Design run_length_matcher, sky130hd; sources not shown.
run_1/class_map.png
Fill, decap, tap and diode cells in grey.
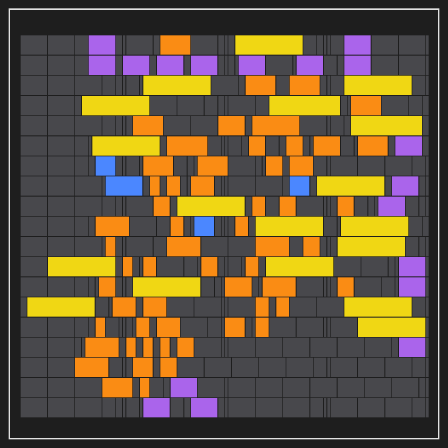
| colour | class | cells |
|---|---|---|
| yellow | registers | 18 |
| blue | clock drivers and dummy loads | 4 |
| purple | remaining buffers and delay cells | 18 |
| orange | remaining logic cells | 57 |
Std-Cell Rows: 19
flop share of the area: 0.390

run_1/ff_map.png
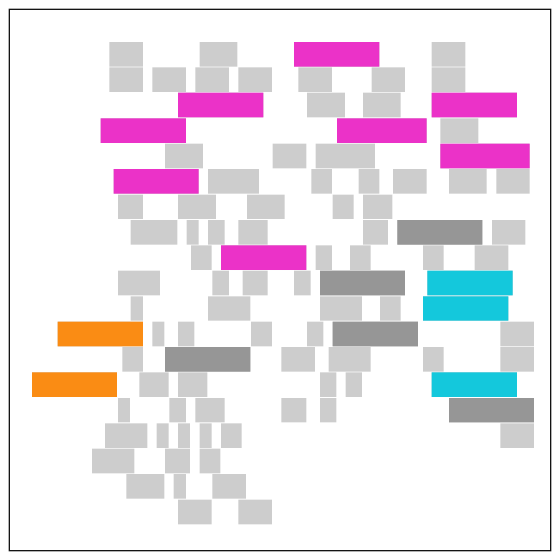
| colour | netlist name | placed flops |
|---|---|---|
| magenta | mask_q | 8 |
| orange | state_q | 2 |
| cyan | run_len | 3 |
storage element area: 453 µm²
final core area utilization: 0.407
power drawn by the sequential cells: 336 µW

run_1/layers.png
Bar = 20 µm. Two of the layers only.
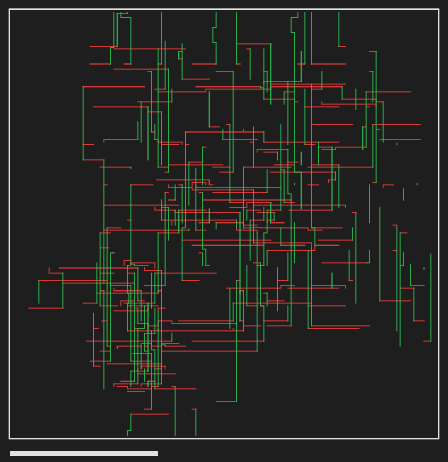
| colour | layer | wire length |
|---|---|---|
| red | M1 | 871 µm |
| green | M2 | 984 µm |
via count: 675
average detailed-routed wire length per instance: 14.9 µm
global-route total usage across every layer: 0.132

==> run summary, run 1 <==
Status on the layout run. The run finished, with violations left. The final reports fail on DRC. Floorplan core area landed at 2850 µm². The register with the most flip-flops in the layout has 8 of them. The pre-CTS setup check shows a worst slack of 0.633 ns. In this run, synthesis produced a sequential element count of 18. The cell that appears most often on the critical path is inv_1.

Setup slack on the critical path of the routed design comes to 0.294 ns. The highest clock rate this design can be run at is 384 MHz. Of the total power, combinational logic draws 0.390. The biggest area contributor in the post-synthesis netlist is dfrtp_1.

Worst-skew pair later-pin latency landed at 0.30 ns. Measured along the y axis, the die boundary spans 57.8 µm. Async set or reset register ratio after synthesis landed at 1.00.

The commonest register cell is dfrtp_1. Power comes to 811 µW. Depth of the worst hold-timing path landed at 1. The timing report shows that the slowest cell on the worst path is clkdlybuf4s50_1. Total placed instance area landed at 1120 µm².

The first global-routing pass estimated 3.28 mm of wire. STA classifies the critical path startpoint as a flop. The filler cells instantiated in the layout total 313. Die outline area landed at 3340 µm². Total number of clock tree sinks landed at 18. Met2 wire length landed at 984 µm.

Count of buffer and inverter cells on the critical path landed at 3. Adder and majority cell fraction of the synthesized area landed at 0.0804. Once detailed placement completed, the half-perimeter wirelength came to 1.45 mm. The DRC violation total left in the routed layout is recorded as 2.

The floorplan step set the die width to 57.8 µm.
==> run 2: changes to the inputs <==
--- a/config.mk
+++ b/config.mk
@@ -5,11 +5,13 @@
 export SDC_FILE = /design/constraint.sdc
 export NUM_CORES = 1
 export LEC_CHECK = 0
+export CAP_MARGIN = 20
 export CELL_PAD_IN_SITES_DETAIL_PLACEMENT = 1
 export CELL_PAD_IN_SITES_GLOBAL_PLACEMENT = 2
 export CORE_UTILIZATION = 30
 export DETAILED_ROUTE_END_ITERATION = 10
-export PLACE_DENSITY = 0.82
+export GPL_ROUTABILITY_DRIVEN = 0
+export PLACE_DENSITY = 0.84
 export SLEW_MARGIN = 10
 export SYNTH_ARGS = -nofsm -noshare
 export SYNTH_HDL_FRONTEND = slang
run_2/class_map.png
Fill, decap, tap and diode cells in grey.
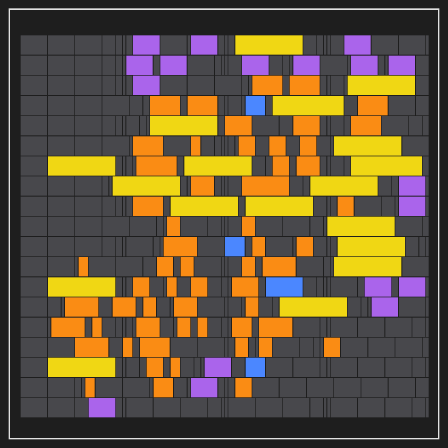
| colour | class | cells |
|---|---|---|
| yellow | registers | 18 |
| purple | remaining buffers and delay cells | 18 |
| orange | remaining logic cells | 57 |
| blue | clock drivers and dummy loads | 4 |
final design instance area without fill: 1160 µm²
area of the core: 2850 µm²

==> run 2 against run 1 <==
  * The run still ends with DRC left
  * Global-route usage fell by 0.060 points
  * First-iteration DRC count rose by 77%
  * Critical path depth stayed put
  * Synthesized cell count is the same
  * Critical path type unchanged
  * Largest cell class unchanged
  * Largest power group unchanged
==> run summary, run 2 <==
Status on the layout run. The flow ran to the end, but the final reports show violations. The checks that failed: DRC. Summing internal, switching and leakage power gives 815 µW. Worst-skew pair later-pin latency landed at 0.30 ns. Placed wire-length estimate after detailed placement landed at 1.42 mm. Mean routed wirelength per cell landed at 14.7 µm. In the detailed route, the total length drawn on met2 is 902 µm.

Detailed routing inserted a total of 659 vias. Per STA, the library cell used most along the worst path is inv_1. Total placed instance area landed at 1120 µm². Adder and majority cell fraction of the synthesized area landed at 0.0804. For this run, design rule violations remaining after detail routing come to 3. Of the total standard cell area in the layout, the sequential portion is 0.390. The register with the most flip-flops in the layout has 8 of them. Register bit total from synthesis landed at 18. Total number of clock tree sinks landed at 18. In this run, power in flip-flops and latches comes to 338 µW.

First-pass GRT wire length landed at 3.22 mm. After floorplanning, the die was sized to cover 3340 µm². Measured along the y axis, the die boundary spans 57.8 µm. Post-synth the commonest register cell is dfrtp_1. Logic gate share of total power landed at 0.386.
==> run 3: changes to the inputs <==
--- a/config.mk
+++ b/config.mk
@@ -5,13 +5,14 @@
 export SDC_FILE = /design/constraint.sdc
 export NUM_CORES = 1
 export LEC_CHECK = 0
+export ABC_AREA = 1
 export CAP_MARGIN = 20
 export CELL_PAD_IN_SITES_DETAIL_PLACEMENT = 1
 export CELL_PAD_IN_SITES_GLOBAL_PLACEMENT = 2
 export CORE_UTILIZATION = 30
 export DETAILED_ROUTE_END_ITERATION = 10
 export GPL_ROUTABILITY_DRIVEN = 0
-export PLACE_DENSITY = 0.84
+export PLACE_DENSITY = 0.91
 export SLEW_MARGIN = 10
 export SYNTH_ARGS = -nofsm -noshare
 export SYNTH_HDL_FRONTEND = slang
==> constraint.sdc (replaced) <==
create_clock -name clock -period 3.1 [get_ports clock]
set_clock_uncertainty 0.15 [all_clocks]
set_input_delay 0.62 -clock clock [delete_from_list [all_inputs] [get_ports clock]]
set_output_delay 0.62 -clock clock [all_outputs]
set_load 0.05 [all_outputs]
run_3/class_map.png
Fill, decap, tap and diode cells in grey.
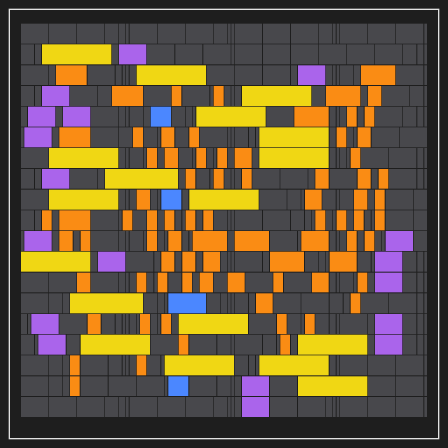
| colour | class | cells |
|---|---|---|
| yellow | registers | 18 |
| purple | remaining buffers and delay cells | 18 |
| blue | clock drivers and dummy loads | 4 |
| orange | remaining logic cells | 78 |
final design instance area without fill: 1130 µm²
area of the core: 2760 µm²
flop share of the area: 0.401
final core area utilization: 0.410

==> run 3 against run 2 <==
  * The flow now finishes without violations
  * Via count up 11%
  * Flip-flop count unchanged
  * Total power down 2.2%
  * Cell area down 2.7%
  * First-iteration DRC count down 83%
  * Setup slack better by 0.18 ns
  * Highest routed layer unchanged
==> run summary, run 3 <==
Status on the layout run. Along the critical path, the tally of buffer and inverter instances is 3. In the post-route analysis, the smallest setup slack over all paths is 0.455 ns. Total number of clock tree sinks landed at 18. After detailed routing, the average wire length per cell comes to 12.7 µm. In the synthesized netlist the async set-or-reset flop fraction comes to 1.00. Register bit total from synthesis landed at 18. Counting instances, the worst hold path has a depth of 2. Standard-cell row count landed at 19. Across the whole layout, storage elements account for 453 µm².

Total routing usage reported by global routing landed at 0.140. The cell-mix breakdown from Yosys lists the adder-cell area share as 0.0853. Fill cell instance count of the final layout landed at 331.

Worst setup timing slack at the placement stage landed at 0.791 ns. The post-placement cell area is 1090 µm². Sequential cell power landed at 321 µW.

The flow ran to the end, and the final reports show no timing, DRC or antenna violations. The final route contains 730 vias. For this run, design rule violations remaining after detail routing come to 0. First-pass GRT wire length landed at 3.48 mm. STA classifies the critical path startpoint as a flop.

Highest clock rate landed at 378 MHz.

==> screenshots <==
Routed metal per tile.
(a)
Bar = 20 µm. 12 x 12 tiles, from black (low) to pale yellow (high), scaled to the fullest tile. Values are wire area over tile area, all layers added.
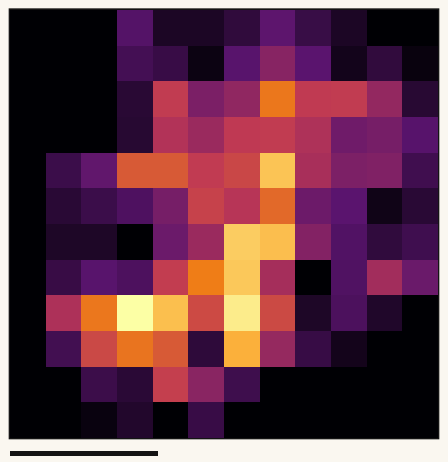
(b)
Bar = 20 µm. 11 x 11 tiles, from black (low) to pale yellow (high), scaled to the fullest tile. Values are wire area over tile area, all layers added.
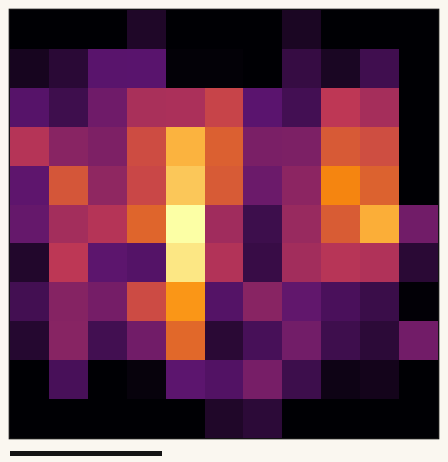
(c)
Bar = 20 µm. 12 x 12 tiles, from black (low) to pale yellow (high), scaled to the fullest tile. Values are wire area over tile area, all layers added.
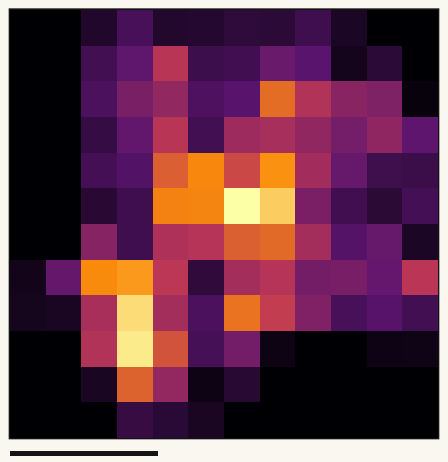
For run 2, see (a).
For run 3, see (b).
For run 1, see (c).

Key to (c):
fullest tile: 0.36
tiles over half the peak: 13%
nearly empty tiles: 26%
emptiest ninth of the die: bottom right
mean over tiles: 0.087
densest ninth of the die: middle

No activity file was given, so power comes from the tool's default toggle rates.
